`src/rtl/reel_spinner.sv`:
```
// reel_spinner -- one reel of a slot-machine style digit spinner.
//
// A reel sits in IDLE until a start pulse arrives. It then spins, stepping
// its digit once every STEP_DIV clocks and wrapping DIGIT_MAX back to 0.
// A rising edge on the stop button arms the stop. The reel keeps stepping
// until the next step instant, advances once more, and then holds.
// Another start pulse restarts the reel from the held digit. Each entry into
// SPIN emits one chain_trigger pulse, which kicks the next reel's start-delay
// counter.
//
// Parameters:
//   STEP_DIV  - clocks per digit step, 2..255
//   DIGIT_MAX - highest digit value, 1..15
// Ports:
//   clock         in   single clock, rising edge
//   reset         in   asynchronous, active-high reset
//   start         in   spin request, level-sampled each clock
//   stop_btn      in   player stop button level, acted on at its rising edge
//   digit[3:0]    out  current reel symbol, 0..DIGIT_MAX
//   spinning      out  high in SPIN and STOPPING
//   stopped       out  high in STOPPED
//   chain_trigger out  one-cycle pulse on every entry into SPIN
module reel_spinner #(
  parameter int STEP_DIV  = 4,
  parameter int DIGIT_MAX = 9
) (
  input  logic       clock,
  input  logic       reset,
  input  logic       start,
  input  logic       stop_btn,
  output logic [3:0] digit,
  output logic       spinning,
  output logic       stopped,
  output logic       chain_trigger
);

  localparam logic [1:0] ST_IDLE     = 2'd0;
  localparam logic [1:0] ST_SPIN     = 2'd1;
  localparam logic [1:0] ST_STOPPING = 2'd2;
  localparam logic [1:0] ST_STOPPED  = 2'd3;

  localparam logic [7:0] DIV_LAST   = 8'(STEP_DIV - 1);
  localparam logic [3:0] DIGIT_LAST = 4'(DIGIT_MAX);

  logic [1:0] state_q, state_d;
  logic [3:0] digit_q, digit_d;
  logic [7:0] div_q, div_d;
  logic       stop_q;
  logic       spinning_q, spinning_d;
  logic       stopped_q, stopped_d;
  logic       chain_q, chain_d;

  logic       stop_edge;
  logic       tick;
  logic [3:0] digit_step;
  logic [7:0] div_run;

  always_comb begin
    stop_edge = stop_btn & ~stop_q;
    tick      = (div_q == DIV_LAST);
    // Wrap at DIGIT_MAX. The >= comparison keeps the digit legal even if the
    // register ever holds an out-of-range value.
    digit_step = (digit_q >= DIGIT_LAST) ? 4'd0 : digit_q + 4'd1;
    div_run    = tick ? 8'd0 : div_q + 8'd1;

    state_d = state_q;
    digit_d = digit_q;
    div_d   = div_q;
    chain_d = 1'b0;

    case (state_q)
      // Start wins over any simultaneous stop edge. The edge is simply not
      // looked at here. Clearing div while parked means the first step lands
      // exactly STEP_DIV clocks after spinning rises.
      ST_IDLE, ST_STOPPED: begin
        div_d = 8'd0;
        if (start) begin
          state_d = ST_SPIN;
          chain_d = 1'b1;
        end
      end
      // A stop edge only arms the stop. A tick in the same cycle still steps.
      ST_SPIN: begin
        div_d = div_run;
        if (tick) begin
          digit_d = digit_step;
        end
        if (stop_edge) begin
          state_d = ST_STOPPING;
        end
      end
      // The reel lands on the digit reached at the next tick.
      ST_STOPPING: begin
        div_d = div_run;
        if (tick) begin
          digit_d = digit_step;
          state_d = ST_STOPPED;
        end
      end
      default: begin
        state_d = ST_IDLE;
        div_d   = 8'd0;
      end
    endcase

    // Status outputs are registered from the next state, so they line up
    // with state_q.
    spinning_d = (state_d == ST_SPIN) || (state_d == ST_STOPPING);
    stopped_d  = (state_d == ST_STOPPED);
  end

  always_ff @(posedge clock or posedge reset) begin
    if (reset) begin
      state_q    <= ST_IDLE;
      digit_q    <= 4'd0;
      div_q      <= 8'd0;
      stop_q     <= 1'b0;
      spinning_q <= 1'b0;
      stopped_q  <= 1'b0;
      chain_q    <= 1'b0;
    end else begin
      state_q    <= state_d;
      digit_q    <= digit_d;
      div_q      <= div_d;
      stop_q     <= stop_btn;
      spinning_q <= spinning_d;
      stopped_q  <= stopped_d;
      chain_q    <= chain_d;
    end
  end

  assign digit         = digit_q;
  assign spinning      = spinning_q;
  assign stopped       = stopped_q;
  assign chain_trigger = chain_q;

endmodule

```
`config.mk`:
```
export PLATFORM = sky130hd
export DESIGN_NAME = reel_spinner
export DESIGN_NICKNAME = d
export VERILOG_FILES = /design/src/rtl/reel_spinner.sv
export SDC_FILE = /design/constraint.sdc
export NUM_CORES = 1
export LEC_CHECK = 0
export CORE_MARGIN = 2
export CORE_UTILIZATION = 60
export CTS_BUF_LIST = sky130_fd_sc_hd__clkbuf_4 sky130_fd_sc_hd__clkbuf_8 sky130_fd_sc_hd__clkbuf_16
export CTS_CLUSTER_SIZE = 30
export DETAILED_ROUTE_END_ITERATION = 6
export DONT_BUFFER_PORTS = 1
export PLACE_DENSITY = 0.81
export RECOVER_POWER = 50
export SLEW_MARGIN = 30
export SYNTH_ARGS = -nofsm -noshare
export SYNTH_HDL_FRONTEND = slang
export SYNTH_SLANG_ARGS = --single-unit
```
`constraint.sdc`:
```
create_clock -name clock -period 3 [get_ports clock]
set_input_delay 0.6 -clock clock [delete_from_list [all_inputs] [get_ports clock]]
set_output_delay 0.6 -clock clock [all_outputs]
set_load 0.005 [all_outputs]
```
==> run summary, run 1 <==
impl run done, here's what came out: fin. max-slew vios=0, clk_lat worst skew=roughly 290 ps, critical path's slowest cell=nor4b_2, Pwr Density=841 nW/µm², Layout Skew=1.78 ps, Routed WL=1.53 mm, prevailing post-synth register cell=dfrtp_1, Yosys top cell by instances=dfrtp_1, vias per cell=slightly above 6, Worst-path clk slew=100 ps, Nets=between 100 and 150, final setup violation count=0, Chip Area, Yosys=~930 µm², CTS tree=done, Num CTS Buffers=3, die area=1880 µm², Syn Area/Cell=10.3 µm², Filler cells=120, CTS resizes=0, MI comb area=429 µm², # Post-CTS Setup Buffers=0, routed vias=658, TritonCTS Sinks=18, crit-path cells=inv_1 > ha_1 > nor4b_2 > a21oi_1 > o221ai_1 > ha_1, Slew @ Worst Pin=647 ps, critical path endpoint category=flip-flop, Synth top cells by count=dfrtp_1, inv_1, nor2_1, a21oi_1, ha_1, Buffers & Inverters on Critical Path=1, DR DRC count=0, Pre-antenna DRT Iters=4, Worst setup SP type=flip-flop, CP delay by family, top=adder cells, Setup CP Type=flip-flop to flip-flop, Clock Path Buffers=2, Max Fanout on Critical Path=8, H-tree levels=1, MaxCap Viol Count=0, Synth area leader=dfrtp_1, Area Overhead vs Synth=4.45%, Crit path arrival time=2220 ps, Worst Hold Class=primary input to asynchronous set/reset pin, antenna diode count=0, TNS Setup=0 ps, Fmax=491 MHz, cts hold-fix bufs=0, largest net degree at the start of global routing=19, Slew headroom=56.8%, HPWL Detailed=between 1 and 1.5 mm, RSZ-0062 raised after global routing=no, EDFF count, synth=0, most used routing layer=met2, first-pass GRT wire length=2.73 mm, fin cells=108, antenna violations before repair=0, DRT iter0 DRCs=20, M1 GR Usage=a little over a quarter, Mapped Cells=90, Tmin final=2030 ps, endpoints failing hold=0, met3 Use GR=5.00%, vias in the first global route=641, share of cells above drive strength 1=10.9%, yosys warns=0, Rows=14, Unique cell types=31, Flops after synth=18, grt ovf=0, cell mode on critical path=ha_1, routability congestion estimate from global placement=0.860, outcome=completed, FFs w/ async S/R, synth=100%, period utilization=67.8%, met2 Use GR=29.9%, dpl cells=around 100, LEAKAGE=0.434 nW, tool warning count=29, Root Driver=clkbuf_4, top cells by area=dfrtp_1, ha_1, a21oi_1, total track usage=20.0%, Synth Seq Share=48.5%, number of nets at floorplan=just over 100, cells in synth_stat.txt=90, CP Data Required Time=around 3200 ps, area share, top type=48.5%, Synth Cell Area=928 µm², critical path's largest stage delay=410 ps, post-route ant nets=0, DR WL/cell=14.2 µm
## run 1: stage by stage
step                total power, mW  instance area, µm²  setup WS, ps  hold slack, ps
floorplan                     0.616                 928          1140             473
global placement              0.657                 933          1090             500
detailed placement            0.675                 933           977             502
CTS                           0.823                 970           964             298
global route                  0.889                 970           865             298
finish                        0.815                 970           965             268
## run 1: registers in the layout, indices dropped and copies added, names as in the netlist
register and cells:
digit 4, stopped 1, div_q 8, spinning 1, state_q 2, stop_q 1
chain_trigger 1
## run 1: routing by layer
| layer | routed length [µm] | up-vias |
|---|---|---|
| li1 | - | 325 |
| met1 | 727 | 319 |
| met2 | 718 | 9 |
| met3 | 51 | 5 |
| met4 | 37 | 0 |
| met5 | 0 | - |
## run 1: cell type report
cell class	count	share of cell area, %
Tap cell	16	2.06
Clock buffer	4	3.74
Multi-Input combinational cell	61	44.3
Inverter	9	3.48
Sequential cell	18	46.5
## run 1: power by group
part | internal, mW | switching (mW) | leakage, nW
Sequential | 0.310 | 0.0706 | 0.237
Combinational | 0.118 | 0.169 | 0.176
Clock | 0.0740 | 0.0730 | 0.0210
Total | 0.503 | 0.313 | 0.434
## run 1: worst paths after layout
check / from / to / slack (ps) / cells after the start
setup / recovery: state_q[0]$_DFF_PP0_ / spinning$_DFF_PP0_ / 970 / 6
hold / removal: reset / stopped$_DFF_PP0_ / 270 / 1
setup reg to reg: state_q[0]$_DFF_PP0_ / spinning$_DFF_PP0_ / 970 / 6
hold reg to reg: div_q[0]$_DFF_PP0_ / div_q[0]$_DFF_PP0_ / 510 / 1
max in group asynchronous: reset / div_q[0]$_DFF_PP0_ / 2320 / 1
min in group clock: stop_btn / stop_q$_DFF_PP0_ / 320 / 0
## run 1: cell usage in the layout (no fill, tap or decap), types with 3 or more instances in the layout
cell type,instances
clkbuf_4,3
nand2_1,4
a21oi_1,7
ha_1,7
inv_1,9
nand3_1,5
nor2_1,8
dfrtp_1,18
o21ai_0,5
## run 1: logic make-up after synthesis
logic type | Yosys count | share of synthesized area (%)
and+or+nand+nor | 30 | 19.4
AOI/OAI and AO/OA | 21 | 14.6
DFF | 18 | 48.5
buffers and inverters | 11 | 5.26
adders and majority gates | 7 | 9.43
xor gates and xnor gates | 3 | 2.83
run_1/port_trees.png
Bar = 10 µm.
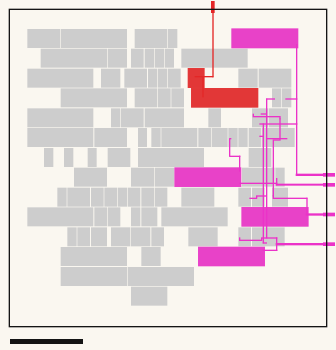
[red] stop_btn | bits: 1 | direction: input | end cells: 2 | buffers: 0 | wire: 14.2 µm
[magenta] digit | bits: 4 | direction: output | end cells: 4 | buffers: 0 | wire: 130 µm
port bufs: 0
IO Count: 11

run_1/floorplan.png
Bar = 10 µm. Pins as bars on the die edge. Tap cells in gray.
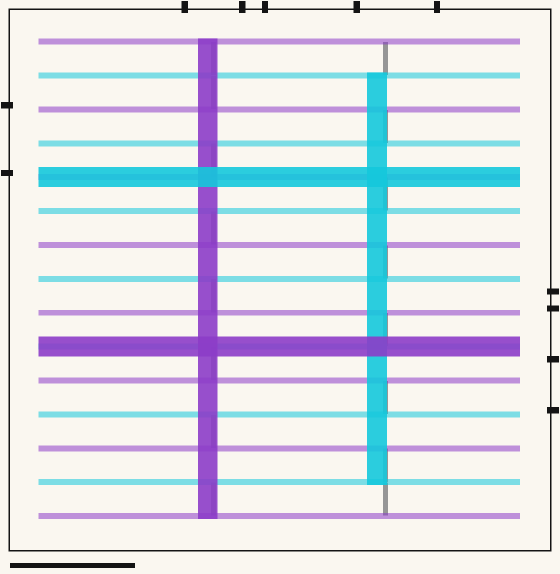
[purple] VSS
[cyan] VDD
tap cells: 16
signal pins: 11
worst vdd ir: 0.000551 V
die width: 43.3 µm

run_1/util_map.png
Bar = 10 µm. 9 x 9 tiles, from white (low) to dark blue (high), 0 to 100% covered.
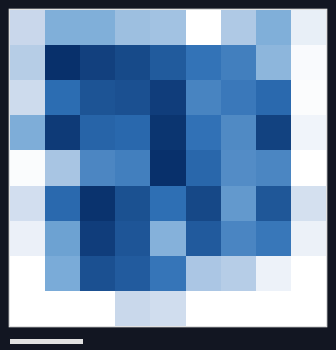
nearly empty tiles: 15%
densest ninth of the die: center
mean over tiles: 51%
emptiest ninth of the die: lower right
Final Util: 65.9%
Starting Density: 63.1%
CORE AREA: 1470 µm²

run_1/ff_map.png
Bar = 10 µm. Other sequential cells in the stronger gray, the rest of the logic in the fainter gray.
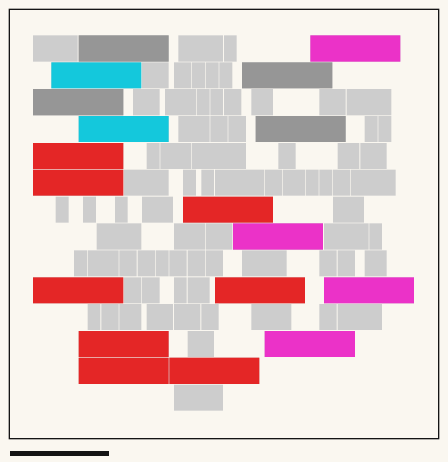
[magenta] digit | placed flops: 4
[red] div_q | placed flops: 8
[cyan] state_q | placed flops: 2
not colored: 4
Register Area: 450 µm²
Seq/total area: 46.5%
Seq. pwr: 381 µW

==> inputs of run 2 (changes only) <==
--- a/config.mk
+++ b/config.mk
@@ -6,12 +6,12 @@
 export NUM_CORES = 1
 export LEC_CHECK = 0
 export CORE_MARGIN = 2
-export CORE_UTILIZATION = 60
+export CORE_UTILIZATION = 54
 export CTS_BUF_LIST = sky130_fd_sc_hd__clkbuf_4 sky130_fd_sc_hd__clkbuf_8 sky130_fd_sc_hd__clkbuf_16
 export CTS_CLUSTER_SIZE = 30
 export DETAILED_ROUTE_END_ITERATION = 6
 export DONT_BUFFER_PORTS = 1
-export PLACE_DENSITY = 0.81
+export PLACE_DENSITY = 0.77
 export RECOVER_POWER = 50
 export SLEW_MARGIN = 30
 export SYNTH_ARGS = -nofsm -noshare
==> constraint.sdc (replaced) <==
create_clock -name clock -period 1.7 [get_ports clock]
set_input_delay 0.34 -clock clock [delete_from_list [all_inputs] [get_ports clock]]
set_output_delay 0.34 -clock clock [all_outputs]
set_load 0.005 [all_outputs]
run_2/util_map.png
Bar = 10 µm. 9 x 9 tiles, from white (low) to dark blue (high), 0 to 100% covered.
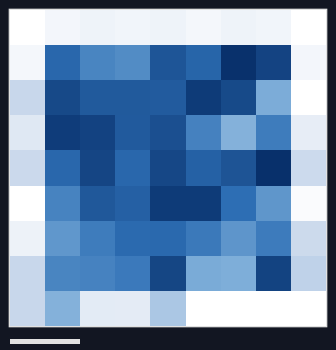
mean over tiles: 52%
fullest tile: 100%
nearly empty tiles: 9.9%
densest ninth of the die: center
tiles over 75% full: 37%
CORE AREA: 1560 µm²
Starting Density: 59.6%
Final Util: 69.5%

run_2/port_trees.png
Bar = 10 µm.
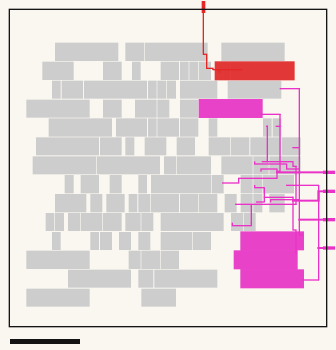
[red] stop_btn | bits: 1 | direction: input | end cells: 2 | buffers: 0 | wire: 14.2 µm
[magenta] digit | bits: 4 | direction: output | end cells: 4 | buffers: 0 | wire: 147 µm

==> run summary, run 2 <==
impl run done, here's what came out: Setup CP Type=flip-flop to flip-flop (unchanged), critical path's slowest cell=or4b_4 (was nor4b_2), die height=45.5 µm (was 43.3 µm), Filler cells=119 (was 120), LEAKAGE=0.480 nW (was 0.434 nW), TritonCTS Sinks=18 (unchanged), Area Overhead vs Synth=16.7% (was 4.45%), Synth area leader=dfrtp_1 (unchanged), vias in the first global route=655 (was 641), Yosys top cell by instances=dfrtp_1 (unchanged), CP Data Required Time=1880 ps (was 3190 ps), DRT iter0 DRCs=22 (was 20), endpoints failing hold=0 (unchanged), Synth top cells by count=dfrtp_1, inv_1, nor2_1, a21oi_1, ha_1 (unchanged), Nets=113 (was 104), clk_lat worst skew=290 ps (about the same), Root Driver=clkbuf_4 (unchanged), Flops after synth=18 (unchanged), RSZ-0062 raised after global routing=yes (was no), cts hold-fix bufs=0 (unchanged), total track usage=20.0% (about the same), post-route ant nets=0 (unchanged), Clock Path Buffers=2 (unchanged), Worst setup SP type=flip-flop (unchanged), DR DRC count=0 (unchanged), vias per cell=6.21 (was 6.09), port bufs=0 (unchanged), die width=45.5 µm (was 43.3 µm), CP delay by family, top=simple AND/OR/NAND/NOR gates (was adder cells), most frequent cells in the layout=dfrtp_1, buf_4, inv_1, nor2_1 (was dfrtp_1, inv_1, nor2_1), cells in synth_stat.txt=90 (unchanged), area share, top type=48.5% (unchanged), most common cell after layout, fill and taps aside=dfrtp_1 (unchanged), Synth Seq Share=48.5% (unchanged), Worst Hold Class=primary input to asynchronous set/reset pin (unchanged), HPWL Detailed=1.19 mm (was 1.12 mm), Top reg by flops=div_q (unchanged), Rows=14 (unchanged), prevailing post-synth register cell=dfrtp_1 (unchanged), outcome=finished, violations left (was completed), share of cells above drive strength 1=23.8% (was 10.9%), Pre-antenna DRT Iters=4 (unchanged), Power Total=1.70 mW (was 815 µW), first-pass GRT wire length=2.84 mm (was 2.73 mm), routed vias=726 (was 658), WHS=11.9 ps (was 268 ps), antenna diode count=0 (unchanged), Fmax=570 MHz (was 491 MHz), Mapped Cells=90 (unchanged), Synth Cell Area=928 µm² (unchanged), grt ovf=0 (unchanged), top cells by area=dfrtp_1, ha_1, a21oi_1 (unchanged), Layout Skew=3.61 ps (was 1.78 ps), EDFF count, synth=0 (unchanged), MaxCap Viol Count=0 (unchanged), number of nets at floorplan=101 (unchanged), Unique cell types=31 (unchanged), critical path endpoint category=flip-flop (unchanged), H-tree levels=1 (unchanged), period utilization=103% (was 67.8%), failing checks=negative setup slack, Tmin final=1750 ps (was 2030 ps), worst vdd ir=0.00105 V (was 0.000551 V), Largest register FFs=8 (unchanged), crit-path cells=inv_2 > ha_4 > or4b_4 > o31ai_4 > o21ai_1 (was inv_1 > ha_1 > nor4b_2 > a21oi_1 > o221ai_1 > ha_1), TNS Setup=-103 ps (was 0 ps), Slew @ Worst Pin=656 ps (was 647 ps), fin. max-slew vios=0 (unchanged), Chip Area, Yosys=928 µm² (unchanged), Syn Area/Cell=10.3 µm² (unchanged), Worst-path clk slew=100 ps (about the same), antenna violations before repair=0 (unchanged), largest net degree at the start of global routing=19 (unchanged), Crit path arrival time=1930 ps (was 2220 ps), yosys warns=0 (unchanged), CTS tree=done (unchanged), Num CTS Buffers=3 (unchanged), Buffers & Inverters on Critical Path=1 (unchanged), die area=2070 µm² (was 1880 µm²), final worst slack=-53.2 ps (was 965 ps), tool warning count=31 (was 29), Pwr Density=1570 nW/µm² (was 841 nW/µm²), DR WL/cell=15.9 µm (was 14.2 µm), critical path's largest stage delay=560 ps (was 410 ps), FFs w/ async S/R, synth=100% (unchanged), Routed WL=1.86 mm (was 1.53 mm), final setup violation count=3 (was 0), Max Fanout on Critical Path=7 (was 8), routability congestion estimate from global placement=0.868 (was 0.860), Slew headroom=56.2% (was 56.8%), IO Count=11 (unchanged)
[run 2: cell count changes in the layout (fill, tap and decap cells not counted), sizes merged]
cell  before  now
buf        0    9
[run 2: through the flow]
stage | setup WS (ps) | area (µm²) | cells | utilization [%]
after global routing | -87.6 | 1080 | 117 | 69.5
final | -53.2 | 1080 | 117 | 69.5
after global placement | 29.7 | 977 | 107 | 62.7
after floorplan | -57.0 | 960 | 90 | -
after CTS | 18.0 | 1030 | 113 | 66.2
after detailed placement | -14.7 | 977 | 107 | 62.7
[run 2: layout make-up]
type                            count  area, µm²  area share, %
Clock buffer                        4       36.3           3.35
Inverter                            9       33.8           3.12
Multi-Input combinational cell     61        475           43.9
Sequential cell                    18        450           41.6
Tap cell                           16       20.0           1.85
Timing Repair Buffer                9       67.6           6.24
[run 2: layer usage]
| metal | GRT usage (%) | vias up | wire, µm |
|---|---|---|---|
| met1 | 27.1 | 346 | 813 |
| li1 | - | 342 | - |
| met5 | 0 | - | 0 |
| met4 | 12.4 | 0 | 63 |
| met2 | 28.7 | 32 | 886 |
| met3 | 4.76 | 6 | 99 |
[run 2: path summary, 6_finish.rpt]
kind,from,to,slack (ps),depth (start not counted)
max,state_q[0]$_DFF_PP0_,digit[2]$_DFFE_PP0P_,-50,5
min,reset,stopped$_DFF_PP0_,10,1
max reg2reg,state_q[0]$_DFF_PP0_,digit[2]$_DFFE_PP0P_,-50,5
min reg2reg,div_q[0]$_DFF_PP0_,div_q[0]$_DFF_PP0_,520,1
max in group asynchronous,reset,digit[3]$_DFFE_PP0P_,1270,1
min in group clock,stop_btn,stop_q$_DFF_PP0_,60,0
[run 2: cells by family (layout without fill, tap and decap cells)]
| group | count (synthesis) | count (layout) | synth area share (%) |
|---|---|---|---|
| buffers and inverters | 11 | 22 | 5.26 |
| AOI/OAI and AO/OA | 21 | 21 | 14.6 |
| and+or+nand+nor | 30 | 30 | 19.4 |
| DFF | 18 | 18 | 48.5 |
| adders and majority gates | 7 | 7 | 9.43 |
| xor gates and xnor gates | 3 | 3 | 2.83 |
[run 2: power by group]
part	total (mW)	internal (mW)	switching (mW)
registers	0.688	0.547	0.141
clock network	0.258	0.131	0.128
logic	0.753	0.361	0.392
[run 2: timing repair]
action,4_1_cts,5_1_grt
resized,1,5
endpoints found under the setup margin,1,5
pin swaps,2,4
setup buffers,2,4
gates cloned,0,0
run_2/floorplan.png
Bar = 10 µm. Pins as bars on the die edge. Tap cells in gray.
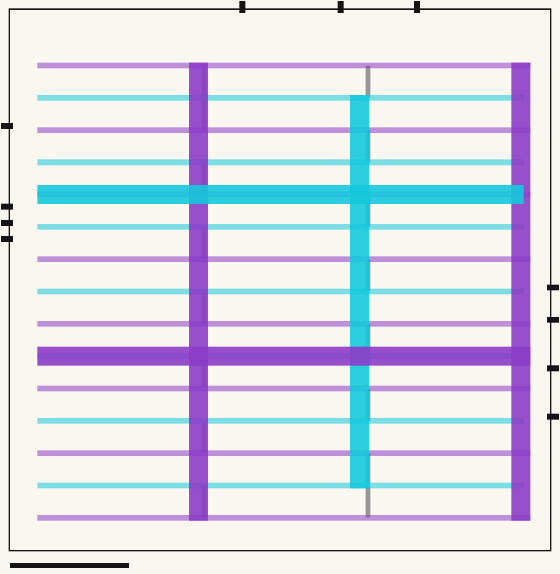

==> inputs of run 3 (changes only) <==
--- a/config.mk
+++ b/config.mk
@@ -5,13 +5,15 @@
 export SDC_FILE = /design/constraint.sdc
 export NUM_CORES = 1
 export LEC_CHECK = 0
+export CELL_PAD_IN_SITES_DETAIL_PLACEMENT = 0
+export CELL_PAD_IN_SITES_GLOBAL_PLACEMENT = 1
 export CORE_MARGIN = 2
-export CORE_UTILIZATION = 54
+export CORE_UTILIZATION = 42
 export CTS_BUF_LIST = sky130_fd_sc_hd__clkbuf_4 sky130_fd_sc_hd__clkbuf_8 sky130_fd_sc_hd__clkbuf_16
 export CTS_CLUSTER_SIZE = 30
 export DETAILED_ROUTE_END_ITERATION = 6
 export DONT_BUFFER_PORTS = 1
-export PLACE_DENSITY = 0.77
+export PLACE_DENSITY = 0.76
 export RECOVER_POWER = 50
 export SLEW_MARGIN = 30
 export SYNTH_ARGS = -nofsm -noshare
run_3/floorplan.png
Bar = 20 µm. Pins as bars on the die edge. Tap cells in gray.
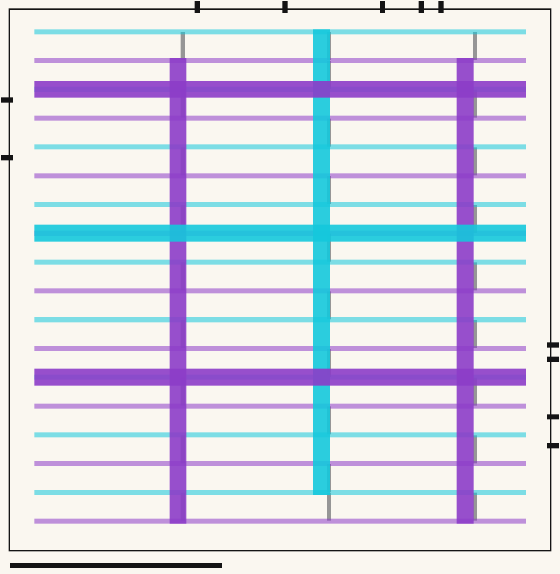
[purple] VSS
[cyan] VDD
met1 rails: 18
met4 straps: 3
met5 straps: 3
rows: 17
die height: 51.0 µm
die width: 51.0 µm

run_3/ff_map.png
Bar = 20 µm. Other sequential cells in the stronger gray, the rest of the logic in the fainter gray.
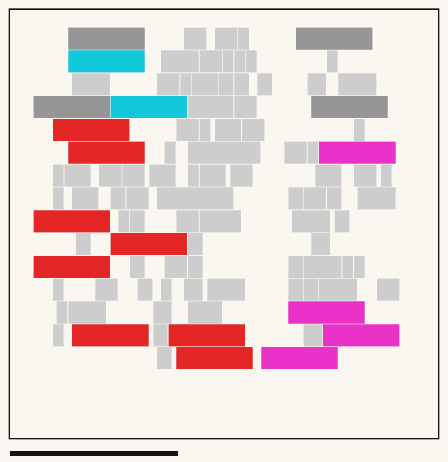
[cyan] state_q | placed flops: 2
[magenta] digit | placed flops: 4
[red] div_q | placed flops: 8
Seq. pwr: 666 µW
Final Util: 50.4%
Seq/total area: 41.6%

==> run summary, run 3 <==
impl run done, here's what came out: H-tree levels=1 (unchanged), worst vdd ir=0.000925 V (was 0.00105 V), TritonCTS Sinks=18 (unchanged), Yosys top cell by instances=dfrtp_1 (unchanged), main logic family after synthesis=simple AND/OR/NAND/NOR gates (unchanged), number of nets at floorplan=101 (unchanged), Num CTS Buffers=3 (unchanged), Routed WL=1.77 mm (was 1.86 mm), met2 Use GR=25.5% (was 28.7%), Mapped Cells=90 (unchanged), Layout Skew=0.510 ps (was 3.61 ps), EDFF count, synth=0 (unchanged), Worst Hold Class=primary input to asynchronous set/reset pin (unchanged), fin. max-slew vios=0 (unchanged), grt ovf=0 (unchanged), FFs w/ async S/R, synth=100% (unchanged), Rows=17 (was 14), Mux area share=0% (unchanged), vias in the first global route=698 (was 655), Synth top cells by count=dfrtp_1, inv_1, nor2_1, a21oi_1, ha_1 (unchanged), Unique cell types=31 (unchanged), Fmax=599 MHz (was 570 MHz), CP Data Required Time=1870 ps (was 1880 ps), CORE AREA=2150 µm² (was 1560 µm²), top cells by area=dfrtp_1, ha_1, a21oi_1 (unchanged), Synth Cell Area=928 µm² (unchanged), tool warning count=31 (unchanged), LEAKAGE=0.477 nW (was 0.480 nW), clock power share=12.5% (was 15.2%), final setup violation count=0 (was 3), DRT iter0 DRCs=18 (was 22), largest net degree at the start of global routing=19 (unchanged), Worst-path clk slew=90 ps (was 100 ps), WHS=31.6 ps (was 11.9 ps), Slew headroom=55.2% (was 56.2%), Setup CP Type=flip-flop to flip-flop (unchanged), CTS tree=done (unchanged), total track usage=16.1% (was 20.0%), antenna violations before repair=0 (unchanged), Net Switching=621 µW (was 661 µW), post-layout instance area=1080 µm² (unchanged), Clock Path Buffers=2 (unchanged), yosys warns=0 (unchanged), Pint=993 µW (was 1.04 mW), most frequent cells in the layout=dfrtp_1, buf_4, inv_1, nor2_1 (unchanged), Filler cells=214 (was 119), period utilization=98.3% (was 103%), Slew @ Worst Pin=671 ps (was 656 ps), Pwr Density=1490 nW/µm² (was 1570 nW/µm²), Power Total=1.61 mW (was 1.70 mW), cells in synth_stat.txt=90 (unchanged), critical path endpoint category=flip-flop (unchanged), Max Fanout on Critical Path=5 (was 7), prevailing post-synth register cell=dfrtp_1 (unchanged), cts hold-fix bufs=0 (unchanged), routability congestion estimate from global placement=0.790 (was 0.868), DP Area=1010 µm² (was 977 µm²), Syn Area/Cell=10.3 µm² (unchanged), endpoints failing hold=0 (unchanged), met3 Use GR=3.22% (was 4.76%), RSZ-0062 raised after global routing=yes (unchanged), area share, top type=48.5% (unchanged), Pre-antenna DRT Iters=4 (unchanged), clk_lat worst skew=280 ps (was 290 ps), Root Driver=clkbuf_4 (unchanged), Worst setup SP type=flip-flop (unchanged), MaxCap Viol Count=0 (unchanged), Area Overhead vs Synth=16.7% (unchanged), combinational cell fraction of total power=46.2% (was 44.3%), DR WL/cell=13.7 µm (was 15.9 µm), IO Count=11 (unchanged), pre-CTS setup slack=2.73 ps (was -14.7 ps), register share of total power=41.2% (was 40.5%), Largest register FFs=8 (unchanged), share of cells above drive strength 1=23.8% (unchanged), DR DRC count=0 (unchanged), TNS Setup=0 ps (was -103 ps), adder share=9.43% (unchanged), most used routing layer=met2 (unchanged), vias per cell=5.43 (was 6.21), outcome=completed (was finished, violations left), Tmin final=1670 ps (was 1750 ps), final worst slack=29.5 ps (was -53.2 ps), most common cell after layout, fill and taps aside=dfrtp_1 (unchanged), Nets=114 (was 113), Top reg by flops=div_q (unchanged), Starting Density=43.2% (was 59.6%), AO/OA Area Share=14.6% (unchanged), HPWL Detailed=1.31 mm (was 1.19 mm), post-synthesis xor/xnor area fraction=2.83% (unchanged), switching part of the total=38.5% (was 38.9%), routed vias=700 (was 726), Flops after synth=18 (unchanged), M1 GR Usage=20.3% (was 27.1%), die area=2600 µm² (was 2070 µm²), port bufs=0 (unchanged), r2r setup slk=30 ps (was -50 ps), antenna diode count=0 (unchanged), yosys simple share=19.4% (unchanged), first-pass GRT wire length=3.06 mm (was 2.84 mm), post-route ant nets=0 (unchanged), Chip Area, Yosys=928 µm² (unchanged), Synth Seq Share=48.5% (unchanged), Crit path arrival time=1840 ps (was 1930 ps), Synth area leader=dfrtp_1 (unchanged)
## run 3: layout make-up
| type | count | area (µm²) | share of cell area [%] |
|---|---|---|---|
| Clock buffer | 3 | 22.5 | 2.08 |
| Multi-Input combinational cell | 61 | 467 | 43.1 |
| Tap cell | 28 | 35.0 | 3.23 |
| Inverter | 9 | 33.8 | 3.12 |
| Timing Repair Buffer | 10 | 75.1 | 6.93 |
| Sequential cell | 18 | 450 | 41.6 |
## run 3: path summary, 6_finish.rpt
check,startpoint,to,cells past startpoint
hold / removal,reset,chain_trigger$_DFF_PP0_,1
max in group asynchronous,reset,digit[0]$_DFFE_PP0P_,1
min in group clock,stop_btn,stop_q$_DFF_PP0_,0
setup / recovery,state_q[0]$_DFF_PP0_,digit[2]$_DFFE_PP0P_,5
hold reg to reg,div_q[0]$_DFF_PP0_,div_q[0]$_DFF_PP0_,2
setup reg to reg,state_q[0]$_DFF_PP0_,digit[2]$_DFFE_PP0P_,5
## run 3: cell families after synthesis
family	count (synthesis)
adders and majority gates	7
buffers and inverters	11
xor gates and xnor gates	3
DFF	18
AOI/OAI and AO/OA	21
and+or+nand+nor	30
## run 3: through the flow
stage | util [%] | std cells
CTS | 49.2 | 127
floorplan | - | 90
global route | 50.4 | 129
detailed placement | 47.2 | 122
finish | 50.4 | 129
global placement | 47.2 | 122
## run 3: power by group through the flow
stage,Clock [mW],Combinational [mW],Sequential (mW)
2_1_floorplan,0,0.515,0.648
6_report,0.202,0.746,0.666
5_1_grt,0.235,0.858,0.679
4_1_cts,0.211,0.690,0.666
3_5_place_dp,0,0.645,0.679
3_3_place_gp,0,0.627,0.674
## run 3: per-layer routing
metal	wire length (µm)	part of all wire, %
met4	15	0.85
met1	815	46
met3	64	3.6
met5	0	0
met2	873	49
## run 3: repair_timing
item                                    CTS  global route
endpoints found under the setup margin    1             3
setup buffers                             2             2
resized                                   1             2
pin swaps                                 1             2
## run 3: critical path: stages (launching register included)
cell and delay [ps]:
dfrtp_1 410, inv_2 100, ha_4 220, or4b_4 520
o31ai_2 220, o21ai_1 90
Power figures rest on the tool's default switching activity, not on a simulated workload.
